**src/rtl/dll_tx_scheduler_if.sv**
```systemverilog
// Handshake bundle between the Transaction Layer / RX Ack path and the DLL TX
// scheduler, plus the scheduler's packetizer-facing beat stream and status.
interface dll_tx_scheduler_if #(
  parameter int PIPE_DATA_WIDTH = 256,
  parameter int SEQ_WIDTH       = 12
);
  logic                       link_up_i;
  logic                       tlp_valid_i;
  logic                       tlp_ready_o;
  logic [PIPE_DATA_WIDTH-1:0] tlp_data_i;
  logic                       tlp_sop_i;
  logic                       tlp_eop_i;
  logic                       dllp_valid_i;
  logic                       dllp_ready_o;
  logic [63:0]                dllp_data_i;
  logic                       ack_valid_i;
  logic [SEQ_WIDTH-1:0]       ack_seq_i;
  logic                       pkt_valid_o;
  logic                       pkt_ready_i;
  logic [PIPE_DATA_WIDTH-1:0] pkt_data_o;
  logic                       pkt_sop_o;
  logic                       pkt_eop_o;
  logic                       pkt_is_tlp_o;
  logic [SEQ_WIDTH-1:0]       pkt_seq_o;
  logic [SEQ_WIDTH-1:0]       outstanding_o;
  logic                       proto_err_o;

  modport slave (
    input  link_up_i, tlp_valid_i, tlp_data_i, tlp_sop_i, tlp_eop_i,
           dllp_valid_i, dllp_data_i, ack_valid_i, ack_seq_i, pkt_ready_i,
    output tlp_ready_o, dllp_ready_o, pkt_valid_o, pkt_data_o, pkt_sop_o,
           pkt_eop_o, pkt_is_tlp_o, pkt_seq_o, outstanding_o, proto_err_o
  );

  modport master (
    output link_up_i, tlp_valid_i, tlp_data_i, tlp_sop_i, tlp_eop_i,
           dllp_valid_i, dllp_data_i, ack_valid_i, ack_seq_i, pkt_ready_i,
    input  tlp_ready_o, dllp_ready_o, pkt_valid_o, pkt_data_o, pkt_sop_o,
           pkt_eop_o, pkt_is_tlp_o, pkt_seq_o, outstanding_o, proto_err_o
  );
endinterface

```
**src/rtl/dll_tx_scheduler.sv**
```systemverilog
// DLL transmit scheduler: arbitrates multi-beat TLPs against single-beat DLLPs
// onto one registered beat stream, numbers TLPs, and throttles new TLPs while
// the replay window is full. Acks retire window entries.
module dll_tx_scheduler #(
  parameter int PIPE_DATA_WIDTH   = 256,
  parameter int SEQ_WIDTH         = 12,
  parameter int MAX_OUTSTANDING   = 64,
  parameter int DLLP_STARVE_LIMIT = 4
) (
  input  logic                 sclk,
  input  logic                 srst_n,
  dll_tx_scheduler_if.slave    bus
);

  localparam int STARVE_W = $clog2(DLLP_STARVE_LIMIT + 1);
  localparam logic [SEQ_WIDTH-1:0] MAX_OUT    = SEQ_WIDTH'(MAX_OUTSTANDING);
  localparam logic [STARVE_W-1:0]  STARVE_MAX = STARVE_W'(DLLP_STARVE_LIMIT);
  localparam logic [SEQ_WIDTH-1:0] SEQ_ONE    = SEQ_WIDTH'(1);

  typedef enum logic {
    S_IDLE = 1'b0,
    S_TLP  = 1'b1
  } state_t;

  state_t                     r_state;
  state_t                     w_nextState;

  logic                       r_pktValid;
  logic [PIPE_DATA_WIDTH-1:0] r_pktData;
  logic                       r_pktSop;
  logic                       r_pktEop;
  logic                       r_pktIsTlp;
  logic [SEQ_WIDTH-1:0]       r_pktSeq;
  logic                       r_protoErr;
  logic [SEQ_WIDTH-1:0]       r_nextSeq;
  logic [SEQ_WIDTH-1:0]       r_ackedSeq;
  logic [SEQ_WIDTH-1:0]       r_curSeq;
  logic [STARVE_W-1:0]        r_starve;

  logic                       w_active;
  logic                       w_regFree;
  logic [SEQ_WIDTH-1:0]       w_outstanding;
  logic                       w_tlpStart;
  logic [SEQ_WIDTH-1:0]       w_ackDist;
  logic                       w_ackOk;
  logic                       w_tlpReady;
  logic                       w_dllpReady;
  logic                       w_dllpGrant;
  logic                       w_sopGrant;
  logic                       w_midBeat;
  logic                       w_protoErr;

  // The window count is derived from the two sequence pointers so it can never
  // drift from them; after reset 0 - 4095 - 1 wraps to 0.
  assign w_active      = srst_n & bus.link_up_i;
  assign w_regFree     = !r_pktValid || bus.pkt_ready_i;
  assign w_outstanding = r_nextSeq - r_ackedSeq - SEQ_ONE;
  assign w_tlpStart    = bus.tlp_valid_i & bus.tlp_sop_i & (w_outstanding < MAX_OUT);
  assign w_ackDist     = r_nextSeq - SEQ_ONE - bus.ack_seq_i;
  assign w_ackOk       = bus.ack_valid_i & (w_ackDist < w_outstanding);

  // State register; dropping the link always returns to the packet boundary.
  always_ff @(posedge sclk) begin
    if (!srst_n) r_state <= S_IDLE;
    else         r_state <= w_nextState;
  end

  // Arbitration and handshake decode: stray beats first, then DLLP unless the
  // starve limit hands the slot to a waiting TLP start.
  always_comb begin
    w_nextState = r_state;
    w_tlpReady  = 1'b0;
    w_dllpReady = 1'b0;
    w_dllpGrant = 1'b0;
    w_sopGrant  = 1'b0;
    w_midBeat   = 1'b0;
    w_protoErr  = 1'b0;
    case (r_state)
      S_IDLE: begin
        if (w_active && w_regFree) begin
          if (bus.tlp_valid_i && !bus.tlp_sop_i) begin
            w_tlpReady = 1'b1;
            w_protoErr = 1'b1;
          end else if (bus.dllp_valid_i && !(w_tlpStart && r_starve == STARVE_MAX)) begin
            w_dllpReady = 1'b1;
            w_dllpGrant = 1'b1;
          end else if (w_tlpStart) begin
            w_tlpReady = 1'b1;
            w_sopGrant = 1'b1;
            if (!bus.tlp_eop_i) w_nextState = S_TLP;
          end
        end
      end
      S_TLP: begin
        w_tlpReady = w_active && w_regFree;
        if (w_tlpReady && bus.tlp_valid_i) begin
          w_midBeat  = 1'b1;
          w_protoErr = bus.tlp_sop_i;
          if (bus.tlp_eop_i) w_nextState = S_IDLE;
        end
      end
      default: w_nextState = S_IDLE;
    endcase
    if (!bus.link_up_i) w_nextState = S_IDLE;
  end

  // Output beat register: loads on any grant, otherwise empties once taken and
  // holds its contents while the packetizer stalls.
  always_ff @(posedge sclk) begin
    if (!srst_n || !bus.link_up_i) begin
      r_pktValid <= 1'b0;
      r_pktData  <= '0;
      r_pktSop   <= 1'b0;
      r_pktEop   <= 1'b0;
      r_pktIsTlp <= 1'b0;
      r_pktSeq   <= '0;
    end else if (w_dllpGrant) begin
      r_pktValid <= 1'b1;
      r_pktData  <= PIPE_DATA_WIDTH'(bus.dllp_data_i);
      r_pktSop   <= 1'b1;
      r_pktEop   <= 1'b1;
      r_pktIsTlp <= 1'b0;
      r_pktSeq   <= '0;
    end else if (w_sopGrant) begin
      r_pktValid <= 1'b1;
      r_pktData  <= bus.tlp_data_i;
      r_pktSop   <= 1'b1;
      r_pktEop   <= bus.tlp_eop_i;
      r_pktIsTlp <= 1'b1;
      r_pktSeq   <= r_nextSeq;
    end else if (w_midBeat) begin
      r_pktValid <= 1'b1;
      r_pktData  <= bus.tlp_data_i;
      r_pktSop   <= 1'b0;
      r_pktEop   <= bus.tlp_eop_i;
      r_pktIsTlp <= 1'b1;
      r_pktSeq   <= r_curSeq;
    end else if (bus.pkt_ready_i) begin
      r_pktValid <= 1'b0;
    end
  end

  // Sequence bookkeeping: a TLP start consumes a number, an in-window Ack moves
  // the acked pointer; both may happen in the same cycle.
  always_ff @(posedge sclk) begin
    if (!srst_n || !bus.link_up_i) begin
      r_nextSeq  <= '0;
      r_ackedSeq <= '1;
      r_curSeq   <= '0;
    end else begin
      if (w_sopGrant) begin
        r_nextSeq <= r_nextSeq + SEQ_ONE;
        r_curSeq  <= r_nextSeq;
      end
      if (w_ackOk) r_ackedSeq <= bus.ack_seq_i;
    end
  end

  // Starvation counter: counts DLLP wins over a waiting TLP start.
  always_ff @(posedge sclk) begin
    if (!srst_n || !bus.link_up_i)      r_starve <= '0;
    else if (w_sopGrant || !w_tlpStart) r_starve <= '0;
    else if (w_dllpGrant && r_starve != STARVE_MAX) r_starve <= r_starve + 1'b1;
  end

  // Framing violations are flagged alongside the beat that carried them.
  always_ff @(posedge sclk) begin
    if (!srst_n || !bus.link_up_i) r_protoErr <= 1'b0;
    else                           r_protoErr <= w_protoErr;
  end

  assign bus.tlp_ready_o   = w_tlpReady;
  assign bus.dllp_ready_o  = w_dllpReady;
  assign bus.pkt_valid_o   = r_pktValid;
  assign bus.pkt_data_o    = r_pktData;
  assign bus.pkt_sop_o     = r_pktSop;
  assign bus.pkt_eop_o     = r_pktEop;
  assign bus.pkt_is_tlp_o  = r_pktIsTlp;
  assign bus.pkt_seq_o     = r_pktSeq;
  assign bus.outstanding_o = w_outstanding;
  assign bus.proto_err_o   = r_protoErr;

endmodule

```
**src/flat_wrapper.sv**
```systemverilog
// flat-port wrapper written by rule: the top's interface ports become plain ports
module dll_tx_scheduler_flat 
#(
  parameter int PIPE_DATA_WIDTH   = 256,
  parameter int SEQ_WIDTH         = 12,
  parameter int MAX_OUTSTANDING   = 64,
  parameter int DLLP_STARVE_LIMIT = 4
)
  (sclk, srst_n, bus_link_up_i, bus_tlp_valid_i, bus_tlp_data_i, bus_tlp_sop_i, bus_tlp_eop_i, bus_dllp_valid_i, bus_dllp_data_i, bus_ack_valid_i, bus_ack_seq_i, bus_pkt_ready_i, bus_tlp_ready_o, bus_dllp_ready_o, bus_pkt_valid_o, bus_pkt_data_o, bus_pkt_sop_o, bus_pkt_eop_o, bus_pkt_is_tlp_o, bus_pkt_seq_o, bus_outstanding_o, bus_proto_err_o);
  dll_tx_scheduler_if #(.PIPE_DATA_WIDTH(PIPE_DATA_WIDTH), .SEQ_WIDTH(SEQ_WIDTH)) bus_i ();
  input  logic sclk;
  input  logic srst_n;
  input wire logic [$bits(bus_i.link_up_i)-1:0] bus_link_up_i;
  input wire logic [$bits(bus_i.tlp_valid_i)-1:0] bus_tlp_valid_i;
  input wire logic [$bits(bus_i.tlp_data_i)-1:0] bus_tlp_data_i;
  input wire logic [$bits(bus_i.tlp_sop_i)-1:0] bus_tlp_sop_i;
  input wire logic [$bits(bus_i.tlp_eop_i)-1:0] bus_tlp_eop_i;
  input wire logic [$bits(bus_i.dllp_valid_i)-1:0] bus_dllp_valid_i;
  input wire logic [$bits(bus_i.dllp_data_i)-1:0] bus_dllp_data_i;
  input wire logic [$bits(bus_i.ack_valid_i)-1:0] bus_ack_valid_i;
  input wire logic [$bits(bus_i.ack_seq_i)-1:0] bus_ack_seq_i;
  input wire logic [$bits(bus_i.pkt_ready_i)-1:0] bus_pkt_ready_i;
  output wire logic [$bits(bus_i.tlp_ready_o)-1:0] bus_tlp_ready_o;
  output wire logic [$bits(bus_i.dllp_ready_o)-1:0] bus_dllp_ready_o;
  output wire logic [$bits(bus_i.pkt_valid_o)-1:0] bus_pkt_valid_o;
  output wire logic [$bits(bus_i.pkt_data_o)-1:0] bus_pkt_data_o;
  output wire logic [$bits(bus_i.pkt_sop_o)-1:0] bus_pkt_sop_o;
  output wire logic [$bits(bus_i.pkt_eop_o)-1:0] bus_pkt_eop_o;
  output wire logic [$bits(bus_i.pkt_is_tlp_o)-1:0] bus_pkt_is_tlp_o;
  output wire logic [$bits(bus_i.pkt_seq_o)-1:0] bus_pkt_seq_o;
  output wire logic [$bits(bus_i.outstanding_o)-1:0] bus_outstanding_o;
  output wire logic [$bits(bus_i.proto_err_o)-1:0] bus_proto_err_o;
  assign bus_i.link_up_i = bus_link_up_i;
  assign bus_i.tlp_valid_i = bus_tlp_valid_i;
  assign bus_i.tlp_data_i = bus_tlp_data_i;
  assign bus_i.tlp_sop_i = bus_tlp_sop_i;
  assign bus_i.tlp_eop_i = bus_tlp_eop_i;
  assign bus_i.dllp_valid_i = bus_dllp_valid_i;
  assign bus_i.dllp_data_i = bus_dllp_data_i;
  assign bus_i.ack_valid_i = bus_ack_valid_i;
  assign bus_i.ack_seq_i = bus_ack_seq_i;
  assign bus_i.pkt_ready_i = bus_pkt_ready_i;
  assign bus_tlp_ready_o = bus_i.tlp_ready_o;
  assign bus_dllp_ready_o = bus_i.dllp_ready_o;
  assign bus_pkt_valid_o = bus_i.pkt_valid_o;
  assign bus_pkt_data_o = bus_i.pkt_data_o;
  assign bus_pkt_sop_o = bus_i.pkt_sop_o;
  assign bus_pkt_eop_o = bus_i.pkt_eop_o;
  assign bus_pkt_is_tlp_o = bus_i.pkt_is_tlp_o;
  assign bus_pkt_seq_o = bus_i.pkt_seq_o;
  assign bus_outstanding_o = bus_i.outstanding_o;
  assign bus_proto_err_o = bus_i.proto_err_o;
  dll_tx_scheduler #(.PIPE_DATA_WIDTH(PIPE_DATA_WIDTH), .SEQ_WIDTH(SEQ_WIDTH), .MAX_OUTSTANDING(MAX_OUTSTANDING), .DLLP_STARVE_LIMIT(DLLP_STARVE_LIMIT)) u_core (.sclk(sclk), .srst_n(srst_n), .bus(bus_i));
endmodule
```
**config.mk**
```make
export PLATFORM = sky130hd
export DESIGN_NAME = dll_tx_scheduler_flat
export DESIGN_NICKNAME = d
export VERILOG_FILES = /design/src/rtl/dll_tx_scheduler_if.sv /design/src/rtl/dll_tx_scheduler.sv /design/src/flat_wrapper.sv
export SDC_FILE = /design/constraint.sdc
export NUM_CORES = 1
export LEC_CHECK = 0
export ABC_AREA = 1
export CELL_PAD_IN_SITES_DETAIL_PLACEMENT = 0
export CELL_PAD_IN_SITES_GLOBAL_PLACEMENT = 1
export CORE_MARGIN = 4
export CORE_UTILIZATION = 26
export DETAILED_ROUTE_END_ITERATION = 6
export GPL_ROUTABILITY_DRIVEN = 0
export HOLD_SLACK_MARGIN = 0.03
export PLACE_DENSITY_LB_ADDON = 0.1
export SLEW_MARGIN = 20
export SYNTH_ARGS = -nofsm -noshare
export SYNTH_HDL_FRONTEND = slang
export SYNTH_SLANG_ARGS = --single-unit
```
**constraint.sdc**
```tcl
create_clock -name sclk -period 2.8 [get_ports sclk]
set_input_delay 0.42 -clock sclk [delete_from_list [all_inputs] [get_ports sclk]]
set_output_delay 0.42 -clock sclk [all_outputs]
set_load 0.02 [all_outputs]
```
==> impl_metrics.csv <==
group,metric,value,unit
outcome,status,"complete, but fails checks",
outcome,violations,"setup timing",
global_route,grt-ovfl-total,0,
floorplanning,num_tap_cells,748,
detailed_routing,wl_met2,38.81,mm
floorplanning,core_area,55310,um2
critical_path,rrSetupSlack,-0.37,ns
timing,holdWs,0.4327,ns
pwr,seq_power_share,0.400,
placed_design,io_buffers,627,
final_layout,final_cell_mix,"clkdlybuf4s50_1, nor2_1, nand2_1, dfxtp_1, inv_1",
hold_path,hold_start,"bus_tlp_data_i[230]",
critical_path,critical_path.most_common_cell,"buf_6",
clock_network,path_clk_slew,0.06,ns
final_layout,largestClassByArea,"non-clock buffers",
floorplanning,fp_util,0.2636,
pwr,finalPower,0.01135,W
floorplanning,rows,86,
floorplanning,die-area,59910,um2
logic_synthesis,ys_sh_xor,0.01202,
placed_design,placed_area,22470,um2
clock_network,cts_tree,"done",
critical_path,worstPathCellList,"inv_2, fa_2, inv_2, nand2_2, nand2_4, nand3_2, nand2_1, nand2_1, nand2_2, buf_6, nand3_4, nor2_4, buf_6, o211ai_2, buf_4, a31oi_4, buf_6",
final_layout,areaGrowthSynthToFinish,93.26,%
pwr,seq_power,0.00454,W
clock_network,htreeDepth,2,
timing,setup_viol,282,
timing,layout_setup_ws,-0.4493,ns
global_route,top_usage_layer,"met2",
pwr,pg_clk,0.00517,W
logic_synthesis,synth-compound-area-share,0.09253,
critical_path,arrival,2.83,ns
timing,setup_tns,-32.13,ns
final_layout,combGateArea,8434,um2
global_route,antenna_found_initial,18,
floorplanning,die_y,244.8,um
logic_synthesis,synth.cell_area,14580,um2
detailed_routing,dr.pass1.iters,5,
final_layout,flop_area,6281,um2
logic_synthesis,flop_cell,"dfxtp_1",
critical_path,critical-path-slowest-cell,"dfxtp_1",
critical_path,startpoint,"u_core.r_nextSeq[1]$_SDFFE_PN0P_",
clock_network,ctsResizeCount,215,
final_layout,nMultiInputCombCells,1407,
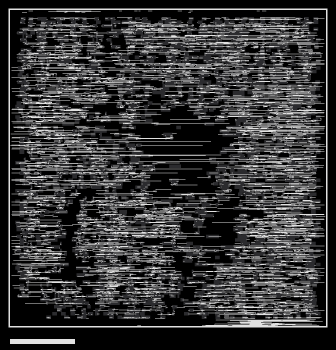
*Signal wires on met1*
Scale bar: 50 um. Cells faint in the background.
nets with wire on the layer: 3067
share of all routed wire: 40%
longest straight run: 90.2 um
wire length on this layer: 31.5 mm
main direction: horizontal
Via Count: 17110
routing usage on met1: 0.2592
DRT Wirelength: 78.09 mm

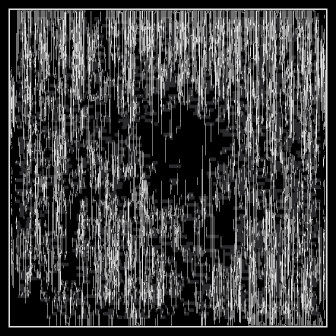
*Signal wires on met2*
Cells faint in the background.
longest straight run: 115 um
share of all routed wire: 50%
main direction: vertical
wire length on this layer: 38.8 mm
nets with wire on the layer: 2748
GR Util met2: 0.3841

Power figures rest on the tool's default switching activity, not on a simulated workload.
